--- src/rtl/mu0_control.sv ---
// mu0_control: control sequencer for the MU0 datapath.
// Alternates FETCH and EXECUTE phases, decodes the opcode and the Acc flags
// into datapath selects/enables, drives the memory Rd/Wr strobes, stalls on
// Mem_Ready, pauses at fetch when Run is low, halts on STP and counts
// retired instructions.
//
// Ports:
//   Clk, Reset        - rising-edge clock, asynchronous active-high reset
//   F                 - opcode (IR[15:12])
//   N, Z              - Acc negative / zero flags
//   Mem_Ready         - memory access completes this cycle
//   Run               - allows the next fetch to start
//   X_sel, Y_sel      - ALU operand selects (X: 0 Acc / 1 PC, Y: 0 Din / 1 IR)
//   Addr_sel          - memory address select (0 PC / 1 IR[11:0])
//   PC_En, IR_En, Acc_En - register load enables
//   M                 - ALU function (00 Y, 01 X+Y, 10 X+1, 11 X-Y)
//   Rd, Wr            - memory strobes
//   Halted            - high while stopped by STP
//   Instr_Count       - instructions retired since reset (wraps)
module mu0_control #(
  parameter int CNT_W = 16
) (
  input  logic             Clk,
  input  logic             Reset,
  input  logic [3:0]       F,
  input  logic             N,
  input  logic             Z,
  input  logic             Mem_Ready,
  input  logic             Run,
  output logic             X_sel,
  output logic             Y_sel,
  output logic             Addr_sel,
  output logic             PC_En,
  output logic             IR_En,
  output logic             Acc_En,
  output logic [1:0]       M,
  output logic             Rd,
  output logic             Wr,
  output logic             Halted,
  output logic [CNT_W-1:0] Instr_Count
);

  typedef enum logic [1:0] {
    FETCH   = 2'd0,
    EXECUTE = 2'd1,
    HALT    = 2'd2
  } state_t;

  localparam logic [CNT_W-1:0] CNT_ONE = CNT_W'(1);

  state_t state;
  state_t state_next;
  logic   retire;
  logic   mem_op;

  // Opcodes 0-3 (LDA, STA, ADD, SUB) touch memory in the execute phase
  assign mem_op = (F[3:2] == 2'b00);

  // State register and retired-instruction counter
  always_ff @(posedge Clk or posedge Reset) begin
    if (Reset) begin
      state       <= FETCH;
      Instr_Count <= '0;
    end else begin
      state <= state_next;
      if (retire) begin
        Instr_Count <= Instr_Count + CNT_ONE;
      end
    end
  end

  // Next-state logic; an instruction retires on the edge that leaves EXECUTE
  always_comb begin
    state_next = state;
    retire     = 1'b0;
    case (state)
      FETCH: begin
        if (Run && Mem_Ready) begin
          state_next = EXECUTE;
        end
      end
      EXECUTE: begin
        if (!mem_op || Mem_Ready) begin
          retire     = 1'b1;
          state_next = (F == 4'h7) ? HALT : FETCH;
        end
      end
      HALT: begin
        state_next = HALT;
      end
      default: begin
        state_next = FETCH;
      end
    endcase
  end

  // Output decode; register enables of memory phases are gated by Mem_Ready
  // so a stalled access holds address/strobes without updating anything
  always_comb begin
    X_sel    = 1'b0;
    Y_sel    = 1'b0;
    Addr_sel = 1'b0;
    PC_En    = 1'b0;
    IR_En    = 1'b0;
    Acc_En   = 1'b0;
    M        = 2'b00;
    Rd       = 1'b0;
    Wr       = 1'b0;
    Halted   = 1'b0;
    if (!Reset) begin
      case (state)
        FETCH: begin
          if (Run) begin
            Addr_sel = 1'b0;
            Rd       = 1'b1;
            X_sel    = 1'b1;
            M        = 2'b10;
            IR_En    = Mem_Ready;
            PC_En    = Mem_Ready;
          end
        end
        EXECUTE: begin
          case (F)
            4'h0: begin
              Addr_sel = 1'b1;
              Rd       = 1'b1;
              M        = 2'b00;
              Acc_En   = Mem_Ready;
            end
            4'h1: begin
              Addr_sel = 1'b1;
              Wr       = 1'b1;
            end
            4'h2, 4'h3: begin
              Addr_sel = 1'b1;
              Rd       = 1'b1;
              M        = F[0] ? 2'b11 : 2'b01;
              Acc_En   = Mem_Ready;
            end
            4'h4: begin
              Y_sel = 1'b1;
              PC_En = 1'b1;
            end
            4'h5: begin
              Y_sel = 1'b1;
              PC_En = ~N;
            end
            4'h6: begin
              Y_sel = 1'b1;
              PC_En = ~Z;
            end
            default: begin
            end
          endcase
        end
        HALT: begin
          Halted = 1'b1;
        end
        default: begin
        end
      endcase
    end
  end

endmodule
--- config.mk ---
export PLATFORM = sky130hd
export DESIGN_NAME = mu0_control
export DESIGN_NICKNAME = d
export VERILOG_FILES = /design/src/rtl/mu0_control.sv
export SDC_FILE = /design/constraint.sdc
export NUM_CORES = 1
export LEC_CHECK = 0
export ABC_AREA = 0
export CORE_MARGIN = 10
export CORE_UTILIZATION = 42
export CTS_CLUSTER_DIAMETER = 100
export CTS_CLUSTER_SIZE = 28
export DETAILED_ROUTE_END_ITERATION = 7
export PLACE_DENSITY = 0.78
export SYNTH_ARGS = -nofsm -noshare
export SYNTH_HDL_FRONTEND = slang
export SYNTH_SLANG_ARGS = --single-unit
--- constraint.sdc ---
create_clock -name Clk -period 2.1 [get_ports Clk]
set_input_delay 0.525 -clock Clk [delete_from_list [all_inputs] [get_ports Clk]]
set_output_delay 0.525 -clock Clk [all_outputs]
set_load 0.01 [all_outputs]
Figure 1. Register map, names as in the netlist.
The bar under the picture is 20 µm long. Other cells in grey.
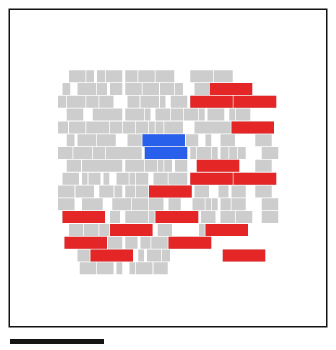
legend:
  red:
    netlist_name: Instr_Count
    flops: 16
  blue:
    netlist_name: state
    flops: 2

Figure 2. Cell sizes after repair.
The bar under the picture is 20 µm long.
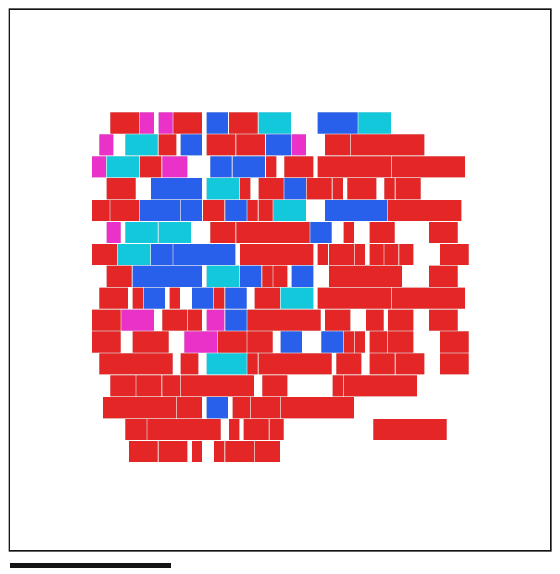
legend:
  red:
    size: x1 and smaller
    cells: 102
    most_used: clkdlybuf4s50_1
  magenta:
    size: x2
    cells: 10
    most_used: buf_2
  cyan:
    size: x6 and larger
    cells: 12
    most_used: buf_6
  blue:
    size: x3 and x4
    cells: 25
    most_used: buf_4

==> results.txt <==
Floorplan core density = 45.59%
Synth top cell by count = dfrtp_1
Worst path required time = 1.57 ns
Synth Area in Adders = 1.344%
Min setup slack post-route = -0.1458 ns
R2r worst-path depth = 6
Post-route cell area = 0.001575 mm²
Commonest non-fill, non-tap cell in the layout = clkdlybuf4s50_1
Critical Path End Type = output pin
Number of buffers outside the clock class in the layout = 57
Fill cell count = 136
Tcrit/Tclk final = 106.9%
Die Size = 0.004500 mm²
Clock-pin slew on the worst setup and hold paths = 0.10 ns
Top Layout Cells = clkdlybuf4s50_1 (21), dfrtp_1 (18), buf_4 (14), nor2_1 (12), buf_6 (11)
Ao+oa area frac = 4.704%
Worst path cell trace = nand2b_4 > buf_6 > or4b_4 > o21bai_1 > buf_2
DP Area = 0.001431 mm²
Status = finished, violations left
Final setup fails = 8
Failing checks = negative setup slack
Clock group = 0.000214 W
Post-cts sizing count = 53
Top cells by count = dfrtp_1 (18), nor2_1 (12), xor2_1 (8)
Leading area contributor after synthesis = dfrtp_1
Logic Gate Count = 68
Area leader share = 48.39%
No activity file was given, so power comes from the tool's default toggle rates.
